$ cat config.mk
export PLATFORM = sky130hd
export DESIGN_NAME = fetch_unit
export DESIGN_NICKNAME = d
export VERILOG_FILES = /design/src/rtl/fetch_pkg.sv /design/src/rtl/next_pc_calc.sv /design/src/rtl/fetch_unit.sv
export SDC_FILE = /design/constraint.sdc
export NUM_CORES = 1
export LEC_CHECK = 0
export CORE_MARGIN = 2
export CORE_UTILIZATION = 30
export DETAILED_ROUTE_END_ITERATION = 6
export PLACE_DENSITY = 0.65
export SLEW_MARGIN = 20
export SYNTH_ARGS = -nofsm -noshare
export SYNTH_HDL_FRONTEND = slang
export SYNTH_SLANG_ARGS = --single-unit
$ cat constraint.sdc
create_clock -name clk -period 2.6 [get_ports clk]
set_clock_uncertainty 0.05 [all_clocks]
set_input_delay 0.52 -clock clk [delete_from_list [all_inputs] [get_ports clk]]
set_output_delay 0.52 -clock clk [all_outputs]
set_load 0.1 [all_outputs]
$ cat src/rtl/fetch_pkg.sv
// fetch_pkg: shared state encoding, widths and decoder-side opcode constants
// for the fetch sequencer (fetch_unit / next_pc_calc).
package fetch_pkg;

    // Default instruction word-address width (matches instruction_memory).
    localparam int ADDR_W_DEFAULT = 8;

    // Widths of the redirect fields coming from the decode stage.
    localparam int JT_W = 26;
    localparam int BO_W = 16;

    // Sequencer states; encoding is fixed so external checkers can decode it.
    typedef enum logic [1:0] {
        IDLE  = 2'd0,
        RUN   = 2'd1,
        HALT  = 2'd2,
        FAULT = 2'd3
    } fetch_state_e;

    // Opcodes the decoder uses to raise jump / branch_taken.
    localparam logic [5:0] OP_JUMP = 6'b000100;
    localparam logic [5:0] OP_BEQ  = 6'b001100;

endpackage

$ cat src/rtl/next_pc_calc.sv
// next_pc_calc: combinational target generation for the fetch sequencer.
// Produces the sequential, jump and PC-relative branch targets, each truncated
// to ADDR_W bits, plus flags telling whether the untruncated value would have
// left the 0..2^ADDR_W-1 address range.
module next_pc_calc
    import fetch_pkg::*;
#(
    parameter int ADDR_W = ADDR_W_DEFAULT
) (
    input  logic [ADDR_W-1:0] pc_next_i,
    input  logic [ADDR_W-1:0] fetch_pc_i,
    input  logic [JT_W-1:0]   jump_target_i,
    input  logic [BO_W-1:0]   branch_offset_i,
    output logic [ADDR_W-1:0] seq_pc_o,
    output logic [ADDR_W-1:0] jump_pc_o,
    output logic [ADDR_W-1:0] branch_pc_o,
    output logic              seq_ovf_o,
    output logic              jump_oor_o,
    output logic              branch_oor_o
);

    // Wide enough that fetch_pc + 1 + sext(offset) never overflows, so any
    // set bit above ADDR_W-1 (including the sign) means out of range.
    localparam int SW = ADDR_W + BO_W + 2;

    logic [SW-1:0] branch_sum;

    // Target arithmetic and range flags.
    always_comb begin
        branch_sum   = {{(SW-ADDR_W){1'b0}}, fetch_pc_i}
                     + SW'(1)
                     + {{(SW-BO_W){branch_offset_i[BO_W-1]}}, branch_offset_i};
        seq_pc_o     = pc_next_i + ADDR_W'(1);
        seq_ovf_o    = &pc_next_i;
        jump_pc_o    = jump_target_i[ADDR_W-1:0];
        jump_oor_o   = |jump_target_i[JT_W-1:ADDR_W];
        branch_pc_o  = branch_sum[ADDR_W-1:0];
        branch_oor_o = |branch_sum[SW-1:ADDR_W];
    end

endmodule

$ cat src/rtl/fetch_unit.sv
// fetch_unit: program counter and fetch sequencer feeding a 1-cycle-latency
// synchronous instruction ROM. Tracks the PC of the word on instruction_out,
// qualifies it with instr_valid, squashes the wrong-path word after a redirect
// and obeys start/stall/halt from the downstream decode stage.
// Optional feature: define PC_BOUNDS_CHECK_EN to trap address-range violations
// into the FAULT state; without it addresses wrap silently and fault is 0.
// Handshake: no valid/ready pair; instr_valid qualifies the ROM output in the
// cycle it is high, and stall holds that word for as long as it is asserted.
module fetch_unit
    import fetch_pkg::*;
#(
    parameter int ADDR_W   = ADDR_W_DEFAULT,
    parameter int RESET_PC = 0
) (
    input  logic              clk,
    input  logic              reset,
    input  logic              start,
    input  logic              stall,
    input  logic              halt,
    input  logic              jump,
    input  logic [JT_W-1:0]   jump_target,
    input  logic              branch_taken,
    input  logic [BO_W-1:0]   branch_offset,
    output logic [ADDR_W-1:0] read_address,
    output logic [ADDR_W-1:0] fetch_pc,
    output logic              instr_valid,
    output logic              running,
    output logic              halted,
    output logic              fault
);

    localparam logic [ADDR_W-1:0] RESET_ADDR = ADDR_W'(RESET_PC);

`ifdef PC_BOUNDS_CHECK_EN
    localparam bit BOUNDS_EN = 1'b1;
`else
    localparam bit BOUNDS_EN = 1'b0;
`endif

    fetch_state_e      state_q;
    logic [ADDR_W-1:0] pc_next_q;
    logic [ADDR_W-1:0] fetch_pc_q;
    logic              instr_valid_q;

    logic [ADDR_W-1:0] seq_pc;
    logic [ADDR_W-1:0] jump_pc;
    logic [ADDR_W-1:0] branch_pc;
    logic              seq_ovf;
    logic              jump_oor;
    logic              branch_oor;
    logic              hold_sel;

    next_pc_calc #(
        .ADDR_W (ADDR_W)
    ) u_next_pc_calc (
        .pc_next_i       (pc_next_q),
        .fetch_pc_i      (fetch_pc_q),
        .jump_target_i   (jump_target),
        .branch_offset_i (branch_offset),
        .seq_pc_o        (seq_pc),
        .jump_pc_o       (jump_pc),
        .branch_pc_o     (branch_pc),
        .seq_ovf_o       (seq_ovf),
        .jump_oor_o      (jump_oor),
        .branch_oor_o    (branch_oor)
    );

    // Re-present the displayed PC while stalled so the ROM re-latches the same word.
    always_comb begin
        hold_sel     = (state_q == RUN) && stall && !jump && !branch_taken;
        read_address = hold_sel ? fetch_pc_q : pc_next_q;
    end

    // Sequencer FSM and PC registers; priority halt > jump > branch > stall > sequential.
    always_ff @(posedge clk or posedge reset) begin
        if (reset) begin
            state_q       <= IDLE;
            pc_next_q     <= RESET_ADDR;
            fetch_pc_q    <= RESET_ADDR;
            instr_valid_q <= 1'b0;
        end else begin
            case (state_q)
                IDLE: begin
                    if (start) begin
                        state_q <= RUN;
                    end
                end
                RUN: begin
                    if (halt) begin
                        state_q       <= HALT;
                        instr_valid_q <= 1'b0;
                    end else if (jump) begin
                        instr_valid_q <= 1'b0;
                        if (BOUNDS_EN && jump_oor) begin
                            state_q <= FAULT;
                        end else begin
                            pc_next_q  <= jump_pc;
                            fetch_pc_q <= read_address;
                        end
                    end else if (branch_taken) begin
                        instr_valid_q <= 1'b0;
                        if (BOUNDS_EN && branch_oor) begin
                            state_q <= FAULT;
                        end else begin
                            pc_next_q  <= branch_pc;
                            fetch_pc_q <= read_address;
                        end
                    end else if (stall) begin
                        // Hold everything; the ROM re-reads fetch_pc.
                    end else if (BOUNDS_EN && seq_ovf) begin
                        state_q       <= FAULT;
                        instr_valid_q <= 1'b0;
                    end else begin
                        fetch_pc_q    <= pc_next_q;
                        pc_next_q     <= seq_pc;
                        instr_valid_q <= 1'b1;
                    end
                end
                default: begin
                    // HALT and FAULT are absorbing until reset.
                end
            endcase
        end
    end

    // Status outputs decoded from the registered state.
    always_comb begin
        fetch_pc    = fetch_pc_q;
        instr_valid = instr_valid_q;
        running     = (state_q == RUN);
        halted      = (state_q == HALT) || (state_q == FAULT);
`ifdef PC_BOUNDS_CHECK_EN
        fault       = (state_q == FAULT);
`else
        fault       = 1'b0;
`endif
    end

endmodule

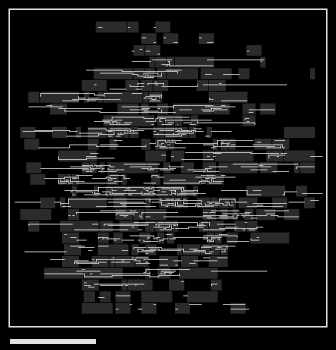
met1.png
The bar under the picture is 20 um long.
main direction: horizontal
share of all routed wire: 47%
nets with wire on the layer: 200

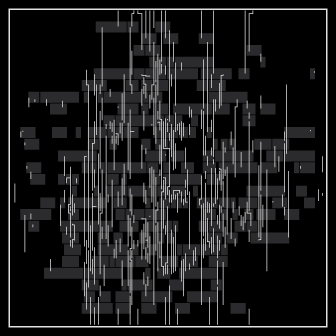
met2.png
longest straight run: 37.7 um
share of all routed wire: 48%
wire length on this layer: 1740 um

==> results.json <==
{
  "core-area_um2": 4660,
  "crit_chain": "clkdlybuf4s50_1 > nor2_2 > nand3_2 > buf_12 > mux2_2 > buf_12",
  "pwr.group.clock_mw": 0.222,
  "top_layer_used_by_detailed_routing": "met4",
  "global_route.usage.total": 0.143,
  "syn_area_um2": 1440,
  "p_int_mw": 0.940,
  "worst_setup_path_startpoint": "branch_taken",
  "seq_power_share": 0.245,
  "final_net_count": 263,
  "power_frac_comb": 0.645,
  "hold_path.class": "flop to flop",
  "lay_top_count": "clkdlybuf4s50_1",
  "yosys.area.top_type": "dfrtp_1",
  "totalPowerFinal_mw": 2.02,
  "grt_pass1_wl_mm": 5.87,
  "drc_errors": 0,
  "critical_path_end": "read_address[2]",
  "slew-limit-headroom": 0.481,
  "clk_root_buffer_cell": "clkbuf_8",
  "synth_warnings": 0,
  "status": "finished clean",
  "kind_of_start_point_of_the_critical_path": "primary input",
  "globalRoute.totalOverflow": 0,
  "yosys.stat.chipArea_um2": 1440,
  "setup_repair_after_global_routing_missed_its_margin": "false",
  "drtIter0Drc": 75,
  "grtUsageMet1": 0.197,
  "highest_net_fanout_along_the_worst_path": 7,
  "clk_share": 0.0218,
  "n_all_buffers": 48,
  "synthSimpleGateAreaFrac": 0.156,
  "yosysTopAreaCellShare": 0.330,
  "nNonClkInverters": 9,
  "timing.final.hold_violations": 0,
  "timing.fmax_mhz": 403,
  "cts-root-to-sink-buffers": 2,
  "ys_cells": 160,
  "most_used_cell_cp": "buf_12",
  "floorplan.nets": 218,
  "chipWidth_um": 73.3,
  "share_clk_of_total_power": 0.110,
  "port_buf_inserts": 41,
  "crit_path_end_kind": "output pin",
  "regToRegEndpoint": "pc_next_q[4]$_DFFE_PP0P_",
  "sw_frac_of_total": 0.534,
  "vias": 1323,
  "drv_slew": 0,
  "final-seq-area_um2": 475,
  "critPathKind": "primary input to output pin",
  "reg2regPathDepth": 8,
  "synth_sequential_area_ratio": 0.330,
  "holdPathEnd": "state_q[1]$_DFFE_PP0P_",
  "post_synth_xor_area_fraction": 0.0487,
  "post-place-cells": 254,
  "drive_above_1_share": 0.235,
  "clock_latency_ns": 0.27,
  "drtPass1Iterations": 4,
  "comb_power_mw": 1.30,
  "layout.core_utilization": 0.443,
  "post_synth_inst_count": 160,
  "mi_logic_area_um2": 911,
  "compound_gate_portion_of_the_synthesized_area": 0.207,
  "synth.ff_latch_count": 19,
  "met1_length_mm": 1.70,
  "power.density_cell_area_nw_per_um2": 977,
  "yosysUniqueCellTypes": 42,
  "grt_max_degree": 23,
  "cpPeakStageDelay_ns": 0.46,
  "cts.sinks": 19,
  "htreeDepth": 1,
  "dieHeight_um": 73.3,
  "fill_cells": 439,
  "multiInputCombCellCount": 124,
  "tightestPinTransition_ns": 0.778,
  "met2_length_mm": 1.74,
  "timing.hold.worst_path_depth": 1,
  "worstPathBufferInverterCount": 3,
  "layout-area-overhead-vs-synth_pct": 43.4,
  "period_minus_slack_ns": 2.48,
  "grt_pass1_vias": 1224,
  "post_detailed_placement_cell_area_um2": 2020,
  "static-leakage-power_nw": 0.903,
  "met3_length_um": 145,
  "io_pins": 69,
  "worst_slack_ns": 0.117,
  "synthAdderAreaFrac": 0.0834,
  "post-cts-setup-buffers": 0,
  "cts_hold_repair.buffers": 0
}
Power and IR drop assume default switching activity.
